==> images/m1.png <==
The bar under the picture is 50 microns long. Supply wires on this layer in grey.
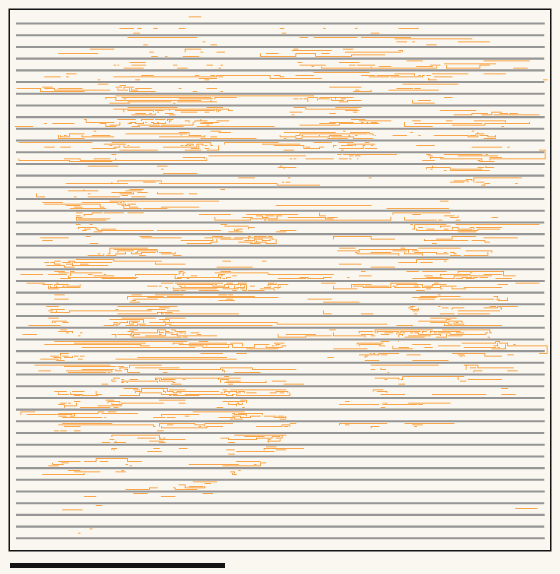
==> images/m2.png <==
The bar under the picture is 50 microns long.
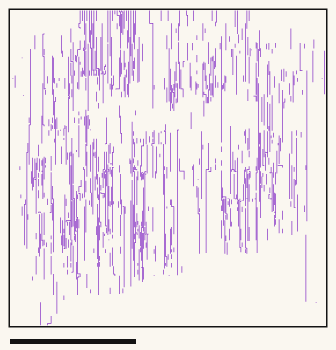
==> images/m3.png <==
Cells faint in the background.
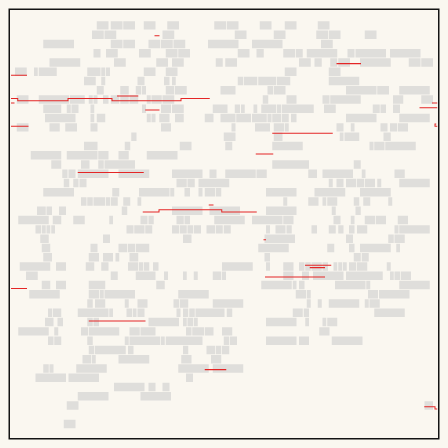
==> images/congestion_map.png <==
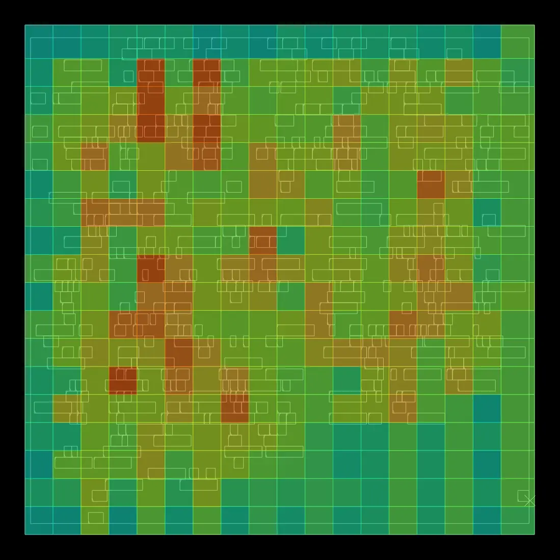
==> images/clock_wires.png <==
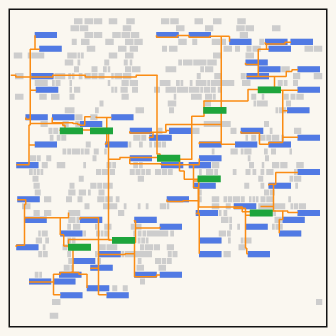
`config.mk`:
```
export PLATFORM = sky130hd
export DESIGN_NAME = stat_display
export DESIGN_NICKNAME = d
export VERILOG_FILES = /design/src/rtl/stat_display_pkg.sv /design/src/rtl/seg7_hex_decoder.sv /design/src/rtl/stat_display.sv
export SDC_FILE = /design/constraint.sdc
export NUM_CORES = 1
export LEC_CHECK = 0
export CORE_UTILIZATION = 25
export DETAILED_ROUTE_END_ITERATION = 10
export GPL_ROUTABILITY_DRIVEN = 0
export PLACE_DENSITY_LB_ADDON = 0.05
export SLEW_MARGIN = 20
export SYNTH_ARGS = -nofsm -noshare
export SYNTH_HDL_FRONTEND = slang
export SYNTH_HIERARCHICAL = 1
export SYNTH_SLANG_ARGS = --single-unit
```
`constraint.sdc`:
```
create_clock -name clk -period 3.7 [get_ports clk]
set_input_delay 0.37 -clock clk [delete_from_list [all_inputs] [get_ports clk]]
set_output_delay 0.37 -clock clk [all_outputs]
set_load 0.005 [all_outputs]
```
`src/rtl/stat_display_pkg.sv`:
```
// rtl/stat_display_pkg.sv - shared page encodings and hex segment table for stat_display
//
// Purpose: page index encoding, page count, the 16-entry 7-segment table
//          {g,f,e,d,c,b,a} (active-high) and the page-advance helper.
// Ports:   none (package)

package stat_display_pkg;

  typedef enum logic [2:0] {
    PAGE_STATUS  = 3'd0,
    PAGE_HUNGER  = 3'd1,
    PAGE_HAPPY   = 3'd2,
    PAGE_HEALTH  = 3'd3,
    PAGE_HYGIENE = 3'd4,
    PAGE_ENERGY  = 3'd5
  } page_e;

  localparam int NUM_PAGES = 6;

  localparam logic [6:0] HEX_SEG [16] = '{
    7'b0111111, 7'b0000110, 7'b1011011, 7'b1001111,
    7'b1100110, 7'b1101101, 7'b1111101, 7'b0000111,
    7'b1111111, 7'b1101111, 7'b1110111, 7'b1111100,
    7'b0111001, 7'b1011110, 7'b1111001, 7'b1110001
  };

  // Page sequence wraps from the last stat page back to the status page.
  function automatic page_e next_page(input page_e p);
    if (p == page_e'(NUM_PAGES - 1)) return PAGE_STATUS;
    return page_e'(p + 3'd1);
  endfunction

endpackage

```
`src/rtl/seg7_hex_decoder.sv`:
```
// rtl/seg7_hex_decoder.sv - combinational hex digit to 7-segment decoder
//
// Purpose: maps a 4-bit value to its hex glyph, segments {g,f,e,d,c,b,a}.
// Ports:   digit (in, 4)  value to show
//          seg   (out, 7) active-high segment pattern

module seg7_hex_decoder
  import stat_display_pkg::*;
(
  input  logic [3:0] digit,
  output logic [6:0] seg
);

  assign seg = HEX_SEG[digit];

endmodule

```
`src/rtl/stat_display.sv`:
```
// rtl/stat_display.sv - paged 7-segment viewer for pet stats and status vector
//
// Purpose: cycles the display through a status page and five stat pages,
//          auto-advancing every DWELL_TICKS cycles or on a button edge, and
//          blinks the decimal point when the shown item is critical.
// Ports:   clk, rst_n (async active-low), ena (freeze + blank when low)
//          hunger/happiness/health/hygiene/energy (in, 4) stat values
//          status (in, 7) raw segment pattern for the status page
//          btn_next, btn_hold (in, async raw buttons)
//          seg (out, 7), dp, page (out, 3), alert - all registered

module stat_display
  import stat_display_pkg::*;
#(
  parameter logic [23:0] DWELL_TICKS = 24'd10_000_000,
  parameter logic [23:0] BLINK_DIV   = 24'd2_500_000,
  parameter logic [3:0]  ALERT_LOW   = 4'd3
) (
  input  logic       clk,
  input  logic       rst_n,
  input  logic       ena,
  input  logic [3:0] hunger,
  input  logic [3:0] happiness,
  input  logic [3:0] health,
  input  logic [3:0] hygiene,
  input  logic [3:0] energy,
  input  logic [6:0] status,
  input  logic       btn_next,
  input  logic       btn_hold,
  output logic [6:0] seg,
  output logic       dp,
  output logic [2:0] page,
  output logic       alert
);

  logic        next_meta, next_s, next_s_d;
  logic        hold_meta, hold_s;
  logic        next_edge, dwell_done;
  logic [23:0] dwell_cnt, blink_cnt;
  logic        blink_phase;
  page_e       page_q;
  logic        hunger_crit, happy_crit, health_crit, hygiene_crit, energy_crit;
  logic        any_crit;
  logic [3:0]  cur_stat;
  logic        cur_crit;
  logic [6:0]  stat_seg;
  logic [6:0]  seg_q;
  logic        dp_q, alert_q;

  // Synchronizers run regardless of ena so a held button is seen promptly
  // once the design is re-enabled.
  always_ff @(posedge clk or negedge rst_n) begin
    if (!rst_n) begin
      next_meta <= 1'b0;
      next_s    <= 1'b0;
      next_s_d  <= 1'b0;
      hold_meta <= 1'b0;
      hold_s    <= 1'b0;
    end else begin
      next_meta <= btn_next;
      next_s    <= next_meta;
      next_s_d  <= next_s;
      hold_meta <= btn_hold;
      hold_s    <= hold_meta;
    end
  end

  assign next_edge  = next_s & ~next_s_d;
  assign dwell_done = ~hold_s && (dwell_cnt == DWELL_TICKS - 24'd1);

  // A manual edge and a dwell expiry on the same cycle merge into one advance.
  always_ff @(posedge clk or negedge rst_n) begin
    if (!rst_n) begin
      page_q      <= PAGE_STATUS;
      dwell_cnt   <= 24'd0;
      blink_cnt   <= 24'd0;
      blink_phase <= 1'b0;
    end else if (ena) begin
      if (next_edge || dwell_done) begin
        page_q    <= next_page(page_q);
        dwell_cnt <= 24'd0;
      end else if (!hold_s) begin
        dwell_cnt <= dwell_cnt + 24'd1;
      end
      if (blink_cnt == BLINK_DIV - 24'd1) begin
        blink_cnt   <= 24'd0;
        blink_phase <= ~blink_phase;
      end else begin
        blink_cnt <= blink_cnt + 24'd1;
      end
    end
  end

  // Hunger is bad when high; every other stat is bad when low.
  assign hunger_crit  = hunger >= (4'd15 - ALERT_LOW);
  assign happy_crit   = happiness <= ALERT_LOW;
  assign health_crit  = health <= ALERT_LOW;
  assign hygiene_crit = hygiene <= ALERT_LOW;
  assign energy_crit  = energy <= ALERT_LOW;
  assign any_crit     = hunger_crit | happy_crit | health_crit | hygiene_crit | energy_crit;

  always_comb begin
    cur_stat = 4'd0;
    cur_crit = 1'b0;
    case (page_q)
      PAGE_HUNGER:  begin cur_stat = hunger;    cur_crit = hunger_crit;  end
      PAGE_HAPPY:   begin cur_stat = happiness; cur_crit = happy_crit;   end
      PAGE_HEALTH:  begin cur_stat = health;    cur_crit = health_crit;  end
      PAGE_HYGIENE: begin cur_stat = hygiene;   cur_crit = hygiene_crit; end
      PAGE_ENERGY:  begin cur_stat = energy;    cur_crit = energy_crit;  end
      default:      begin cur_stat = 4'd0;      cur_crit = 1'b0;         end
    endcase
  end

  seg7_hex_decoder u_hex (
    .digit (cur_stat),
    .seg   (stat_seg)
  );

  // The status page blinks dp on the registered alert, so it trails the
  // stat inputs by one extra cycle.
  always_ff @(posedge clk or negedge rst_n) begin
    if (!rst_n) begin
      seg_q   <= 7'd0;
      dp_q    <= 1'b0;
      alert_q <= 1'b0;
    end else if (ena) begin
      alert_q <= any_crit;
      if (page_q == PAGE_STATUS) begin
        seg_q <= status;
        dp_q  <= alert_q & blink_phase;
      end else begin
        seg_q <= stat_seg;
        dp_q  <= cur_crit & blink_phase;
      end
    end else begin
      seg_q   <= 7'd0;
      dp_q    <= 1'b0;
      alert_q <= 1'b0;
    end
  end

  assign seg   = seg_q;
  assign dp    = dp_q;
  assign alert = alert_q;
  assign page  = page_q;

endmodule
```
==> impl_metrics.tcl <==
# place-and-route summary
set metrics [dict create \
    fp-row-count 44 \
    maxPowerGroup "clock" \
    cts_setup_buffers 0 \
    logic_gate_count 303 \
    p_comb_share_pct 33.0 \
    placed_cell_area_sq_um 4460 \
    fp_util_pct 26.0 \
    dp_hpwl_microns 7310 \
    r2r_setup_slack_ns 0.77 \
    place_ws_ns 0.799 \
    netlist_instances 393 \
    dominantRegCellSynth "dfrtp_1" \
    antenna_cells 0 \
    grt_start_max_net_pins 67 \
    numCtsBuffers 9 \
    ff2ff_path_depth 9 \
    ys_seq_share_pct 43.3 \
    grtUsageTotal_pct 13.9 \
    numClockSinks 66 \
    power.internal_uw 2000 \
    drv_cap 0 \
    comb_area_share_pct 42.9 \
    top_area_cell "dfrtp_1" \
    yosysCellCount 393 \
    dr.pass1.iters 7 \
    hold_ws_ns 0.159 \
    antenna_found_initial 0 \
    drcViolationCount 1 \
    nonClkBufAreaFrac_pct 9.68 \
    ys_sh_xor_pct 5.28 \
    synthAoiAreaFrac_pct 13.4 \
    cellLeakagePower_uw 0.00196 \
    wl_met2_microns 4800 \
    crit_type "reg2reg" \
    crit_chain "inv_1, nor2_1, a22oi_1, o221ai_1, inv_1, ha_1, mux4_1, mux2i_1, nor2b_1" \
    hold_violations 0 \
    syn_avg_cell_area_sq_um 9.71 \
    place_inst 614 \
    dominant_cells "logic gates" \
    clk_pin_slew_ns 0.06 \
    finalCritPeriodShare_pct 79.2 \
    yosys_area_sq_um 3820 \
    cts_tree "yes" \
    cp.depth 9 \
    power_density_nw_per_um2 604 \
    combGateArea_sq_um 2060 \
    num-fill-cells 1502 \
    instances_no_fill 630 \
    postRouteAntennaNets 0 \
    power_frac_seq_pct 32.1 \
    slowest_delay_ns 0.65 \
    ios 44 \
    inverters_excl_clock 13 \
    tightestPinTransition_ns 0.908 \
    top_cell_area_share_pct 43.3 \
    highest_layer "met4" \
    die_y_microns 126 \
    final_layout_size_suffix_gt1_share_pct 8.97 \
    synth.distinct_cells 62 \
    portBuffers 43 \
    signal_buffers 48 \
    netlist_area_sq_um 3820 \
    root_buffer "clkbuf_16" \
    crit_top_cell "inv_1" \
    coreArea_sq_um 14700 \
    post-synth-top-count-cell "dfrtp_1" \
    ctsHtreeMaxLevel 3 \
    die_w_microns 126 \
    fin_area_sq_um 4810 \
    grt_overflow 0 \
    die-area_sq_um 15800 \
    ys_sh_simple_pct 25.9 \
    nWellTaps 184 \
    status "complete, but fails checks" \
    async_flop_share_pct 100 \
    slew_violations 0 \
    regArea_sq_um 1650 \
    mostFrequentLayoutCells "dfrtp_1 (66), clkdlybuf4s50_1 (42), nand2_1 (37), nor2_1 (26), nand3_1 (26)" \
    synthToLayoutAreaGrowth_pct 26.0 \
    critPathTopFamily "flip-flops" \
    end_kind "flop" \
    ctsResizeCount 0 \
    first_global_vias 3243 \
    max_freq_mhz 341 \
    clock_buffers 10 \
    violations "DRC" \
    switching_share_pct 31.2 \
    clk_path_buf_depth 2 \
    hold_buffers 0 \
    netlist_top_cells_count "dfrtp_1 (66), nand2_1 (37), nand3_1 (26), nor2_1 (26), xnor2_1 (15)" \
    grt_pass1_wl_microns 17200 \
    cp.arrival_ns 3.16 \
]
Notes on m1.png above:
- nets with wire on the layer: 445
- share of all routed wire: 49%
- main direction: horizontal
- longest straight run: 46.0 microns
met1 Usage GRT: 18.1%
Vias: 3115

Notes on m2.png above:
- main direction: vertical
- longest straight run: 59.8 microns
- nets with wire on the layer: 400
- share of all routed wire: 47%
met2 Usage GRT: 22.5%
Routed Wire Length: 10100 microns

Notes on m3.png above:
- longest straight run: 20.2 microns
- main direction: horizontal
- nets with wire on the layer: 16
grt met3 use: 3.25%

Notes on congestion_map.png above:
routed len/inst: 16.1 microns
most used routing layer: met2
Util after Layout: 32.7%

Notes on clock_wires.png above:
- clock-net drivers: green (count 9)
- flip-flops: blue (count 66)
- clock wires: orange (length 1110 microns)
- flops lie: spread over the die
clock skew: 0.0113 ns
clk pwr: 1010 uW
clk ins delay skew pair: 0.33 ns
Clock power frac: 34.9%

Power is estimated from default activity; no workload was simulated.
